===== src/rtl/alarm_sched.sv =====
// Multi-slot alarm controller: button edit flow, one shared comparator scanned per minute, ring/dismiss/timeout.
// Optional snooze support is compiled in when SNOOZE_EN is defined.
module alarm_sched #(
  parameter int NUM_SLOTS  = 4,
  parameter int RING_SECS  = 60,
  parameter int SNOOZE_MIN = 5,
  localparam int SW = (NUM_SLOTS > 1) ? $clog2(NUM_SLOTS) : 1
) (
  input  logic          newclk,
  input  logic          rst_n,
  input  logic          tick_1hz,
  input  logic [4:0]    hour,
  input  logic [5:0]    minute,
  input  logic [5:0]    second,
  input  logic          middle,
  input  logic          btn_up,
  input  logic          btn_down,
  output logic [2:0]    alarm_mode,
  output logic [SW-1:0] edit_slot,
  output logic [4:0]    edit_hour,
  output logic [5:0]    edit_minute,
  output logic          edit_en,
  output logic          ring,
  output logic [SW-1:0] ring_slot
);

  typedef enum logic [2:0] {
    IDLE  = 3'd0,
    SEL   = 3'd1,
    EHOUR = 3'd2,
    EMIN  = 3'd3,
    EEN   = 3'd4,
    RING  = 3'd5
  } state_t;

`ifdef SNOOZE_EN
  localparam logic [3:0] SCAN_LAST = 4'(NUM_SLOTS);
`else
  localparam logic [3:0] SCAN_LAST = 4'(NUM_SLOTS - 1);
`endif

  state_t        state;
  logic          mid_q, up_q, down_q;
  logic [4:0]    slot_hour [NUM_SLOTS];
  logic [5:0]    slot_min  [NUM_SLOTS];
  logic          slot_en   [NUM_SLOTS];
  logic          scanning;
  logic [3:0]    scan_idx;
  logic [4:0]    snap_hour;
  logic [5:0]    snap_min;
  logic [7:0]    ring_cnt;

  logic          mid_e, up_act, down_act, timeout, slot_hit;
  logic [SW-1:0] scan_slot, slot_inc, slot_dec;

  // Up and down edges in the same cycle cancel each other.
  assign mid_e    = middle & ~mid_q;
  assign up_act   = btn_up & ~up_q & ~(btn_down & ~down_q);
  assign down_act = btn_down & ~down_q & ~(btn_up & ~up_q);

  assign slot_inc  = (edit_slot == SW'(NUM_SLOTS - 1)) ? '0 : edit_slot + SW'(1);
  assign slot_dec  = (edit_slot == '0) ? SW'(NUM_SLOTS - 1) : edit_slot - SW'(1);
  assign scan_slot = scan_idx[SW-1:0];
  assign slot_hit  = scanning && (scan_idx < 4'(NUM_SLOTS)) && slot_en[scan_slot] &&
                     (slot_hour[scan_slot] == snap_hour) && (slot_min[scan_slot] == snap_min);
  assign timeout   = tick_1hz && (({1'b0, ring_cnt} + 9'd1) == 9'(RING_SECS));
  assign alarm_mode = state;

`ifdef SNOOZE_EN
  logic          snz_valid, snz_hit, snz_carry;
  logic [4:0]    snz_hour, tgt_hour;
  logic [5:0]    snz_min, tgt_min;
  logic [SW-1:0] snz_slot;
  logic [6:0]    min_sum;

  // The snooze slot is checked one cycle after the last real slot.
  assign snz_hit   = scanning && (scan_idx == 4'(NUM_SLOTS)) && snz_valid &&
                     (snz_hour == snap_hour) && (snz_min == snap_min);
  assign min_sum   = 7'(snap_min) + 7'(SNOOZE_MIN);
  assign snz_carry = (min_sum >= 7'd60);
  assign tgt_min   = snz_carry ? 6'(min_sum - 7'd60) : min_sum[5:0];
  assign tgt_hour  = !snz_carry ? snap_hour : ((snap_hour == 5'd23) ? 5'd0 : snap_hour + 5'd1);
`endif

  always_ff @(posedge newclk or negedge rst_n) begin
    if (!rst_n) begin
      state       <= IDLE;
      mid_q       <= 1'b0;
      up_q        <= 1'b0;
      down_q      <= 1'b0;
      edit_slot   <= '0;
      edit_hour   <= '0;
      edit_minute <= '0;
      edit_en     <= 1'b0;
      ring        <= 1'b0;
      ring_slot   <= '0;
      scanning    <= 1'b0;
      scan_idx    <= '0;
      snap_hour   <= '0;
      snap_min    <= '0;
      ring_cnt    <= '0;
      for (int i = 0; i < NUM_SLOTS; i++) begin
        slot_hour[i] <= '0;
        slot_min[i]  <= '0;
        slot_en[i]   <= 1'b0;
      end
`ifdef SNOOZE_EN
      snz_valid <= 1'b0;
      snz_hour  <= '0;
      snz_min   <= '0;
      snz_slot  <= '0;
`endif
    end else begin
      mid_q  <= middle;
      up_q   <= btn_up;
      down_q <= btn_down;
      case (state)
        IDLE: begin
          // Entering edit abandons any scan still in flight.
          if (mid_e) begin
            state       <= SEL;
            scanning    <= 1'b0;
            edit_slot   <= '0;
            edit_hour   <= slot_hour[0];
            edit_minute <= slot_min[0];
            edit_en     <= slot_en[0];
          end else if (scanning) begin
            if (slot_hit) begin
              state     <= RING;
              ring      <= 1'b1;
              ring_slot <= scan_slot;
              ring_cnt  <= '0;
              scanning  <= 1'b0;
`ifdef SNOOZE_EN
            end else if (snz_hit) begin
              state     <= RING;
              ring      <= 1'b1;
              ring_slot <= snz_slot;
              ring_cnt  <= '0;
              scanning  <= 1'b0;
`endif
            end else if (scan_idx == SCAN_LAST) begin
              scanning <= 1'b0;
            end else begin
              scan_idx <= scan_idx + 4'd1;
            end
          end else if (tick_1hz && (second == 6'd0)) begin
            scanning  <= 1'b1;
            scan_idx  <= '0;
            snap_hour <= hour;
            snap_min  <= minute;
          end
        end
        SEL: begin
          if (mid_e) begin
            state <= EHOUR;
          end else if (up_act) begin
            edit_slot   <= slot_inc;
            edit_hour   <= slot_hour[slot_inc];
            edit_minute <= slot_min[slot_inc];
            edit_en     <= slot_en[slot_inc];
          end else if (down_act) begin
            edit_slot   <= slot_dec;
            edit_hour   <= slot_hour[slot_dec];
            edit_minute <= slot_min[slot_dec];
            edit_en     <= slot_en[slot_dec];
          end
        end
        EHOUR: begin
          if (mid_e) state <= EMIN;
          else if (up_act) edit_hour <= (edit_hour == 5'd23) ? 5'd0 : edit_hour + 5'd1;
          else if (down_act) edit_hour <= (edit_hour == 5'd0) ? 5'd23 : edit_hour - 5'd1;
        end
        EMIN: begin
          if (mid_e) state <= EEN;
          else if (up_act) edit_minute <= (edit_minute == 6'd59) ? 6'd0 : edit_minute + 6'd1;
          else if (down_act) edit_minute <= (edit_minute == 6'd0) ? 6'd59 : edit_minute - 6'd1;
        end
        EEN: begin
          if (mid_e) begin
            state                <= IDLE;
            slot_hour[edit_slot] <= edit_hour;
            slot_min[edit_slot]  <= edit_minute;
            slot_en[edit_slot]   <= edit_en;
          end else if (up_act || down_act) begin
            edit_en <= ~edit_en;
          end
        end
        RING: begin
          if (mid_e || timeout) begin
            state <= IDLE;
            ring  <= 1'b0;
`ifdef SNOOZE_EN
            snz_valid <= 1'b0;
          end else if (up_act) begin
            state     <= IDLE;
            ring      <= 1'b0;
            snz_valid <= 1'b1;
            snz_hour  <= tgt_hour;
            snz_min   <= tgt_min;
            snz_slot  <= ring_slot;
`endif
          end else if (tick_1hz) begin
            ring_cnt <= ring_cnt + 8'd1;
          end
        end
        default: state <= IDLE;
      endcase
    end
  end

endmodule


===== config.mk =====
export PLATFORM = sky130hd
export DESIGN_NAME = alarm_sched
export DESIGN_NICKNAME = d
export VERILOG_FILES = /design/src/rtl/alarm_sched.sv
export SDC_FILE = /design/constraint.sdc
export NUM_CORES = 1
export LEC_CHECK = 0
export ABC_AREA = 1
export CAP_MARGIN = 5
export CELL_PAD_IN_SITES_DETAIL_PLACEMENT = 1
export CELL_PAD_IN_SITES_GLOBAL_PLACEMENT = 2
export CORE_UTILIZATION = 34
export DETAILED_ROUTE_END_ITERATION = 8
export PLACE_DENSITY_LB_ADDON = 0.1
export SETUP_SLACK_MARGIN = 0.4
export SLEW_MARGIN = 20
export SYNTH_ARGS = -nofsm -noshare
export SYNTH_HDL_FRONTEND = slang
export SYNTH_SLANG_ARGS = --single-unit

===== constraint.sdc =====
create_clock -name newclk -period 2.65 [get_ports newclk]
set_input_delay 0.265 -clock newclk [delete_from_list [all_inputs] [get_ports newclk]]
set_output_delay 0.265 -clock newclk [all_outputs]
set_load 0.05 [all_outputs]

floorplan.png
The bar under the picture is 50 µm long. Pins as bars on the die edge. Tap cells in gray.
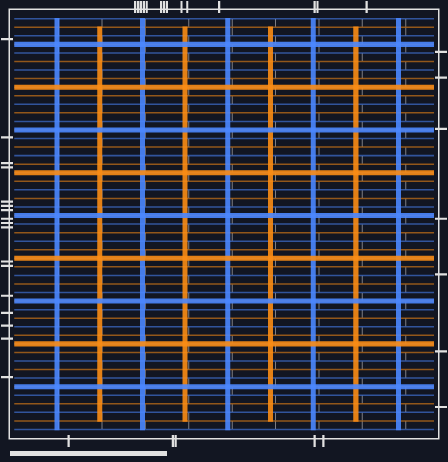
legend:
  VDD:
    color: orange
  VSS:
    color: blue
met1 rails: 49
rows: 48
met4 straps: 9
signal pins: 43
met5 straps: 9

class_map.png
The bar under the picture is 50 µm long.
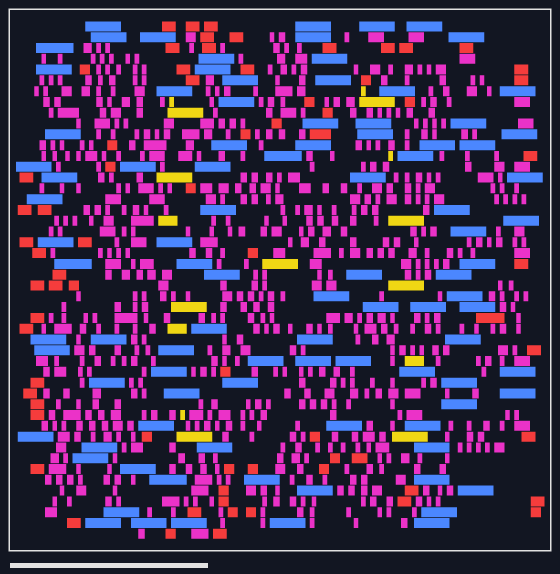
legend:
  registers:
    color: blue
    cells: 95
  remaining buffers and delay cells:
    color: red
    cells: 70
  clock drivers and dummy loads:
    color: yellow
    cells: 16
  remaining logic cells:
    color: magenta
    cells: 711

clock_wires.png
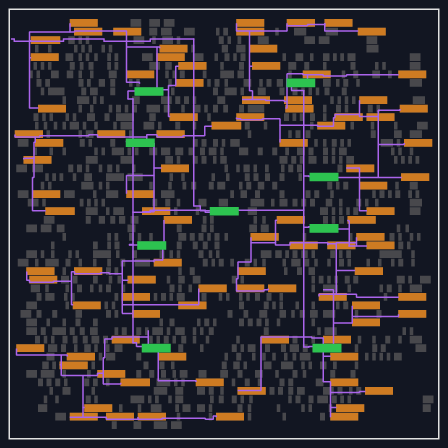
legend:
  clock wires:
    color: purple
    length: 1500 µm
  clock-net drivers:
    color: green
    count: 9
  flip-flops:
    color: orange
    count: 95
flops lie: widely spread
routed clock nets: 10

==> results.yml <==
# yosys + openroad results
outcome:
  status: "complete, no violations"
timing:
  period_needed_ns: 2.131
  finalCritPeriodShare_pct: 80.42
  finalMaxSlewViolations: 0
  hold_viol_final: 0
  timing.hold.ws_ns: 0.3792
synth:
  ys_sh_aoi_pct: 16.87
  top_cell: "nand2_1"
  adder_share_pct: 2.253
  syn_area_per_cell_um2: 7.265
  numSynthFlops: 95
  async_flop_share_pct: 100.0
  edf_count: 0
  synthXorXnorAreaFrac_pct: 1.290
  fp_nets: 875
  ys_cells: 841
  top_cell_area_share_pct: 38.91
finish:
  layout.cells.most_common: "nand2_1"
  seqCellArea_mm2: 0.002382
  buffer_area_share_pct: 9.123
  inverters: 64
  largest_class: "multi-input combinational cells"
  largest_reg_flops: 24
clock_tree:
  cts_hold_buf: 1
  clk_path_buf_depth: 2
  ctsRootBufferMaster: "clkbuf_16"
pwr:
  p_switching_uw: 4411
  switching_share_pct: 51.20
  powerDensity_mw_per_mm2: 1201
  seqPwrFrac_pct: 28.7
  power.group.top: "combinational cells"
  p_comb_share_pct: 56.4
  internal_power_uw: 4205
global_route:
  grt_overflow: 0
  antenna_found_initial: 0
  first_global_vias: 6227
  use_met2_pct: 40.98
setup_path:
  r2r_start: "scan_idx[0]"
  startpoint_type: "register"
  crit_family: "simple AND/OR/NAND/NOR gates"
  critical_path_arrival_ns: 2.37
  slowest_delay_ns: 0.47
floorplanning:
  ioPinCount: 43
  core-area_mm2: 0.01742
  well_tap_count: 225
min_path:
  hold_path_class: "input pin to register"
  holdPathStages: 1
  hp-start: "btn_up"
drt:
  routed_wl_mm: 21.86
  wl_per_cell_um: 19.57
  ant_nets: 0
  wl_met2_mm: 10.31
placed_design:
  gp_congestion: 0.8811
Power is estimated from default activity; no workload was simulated.
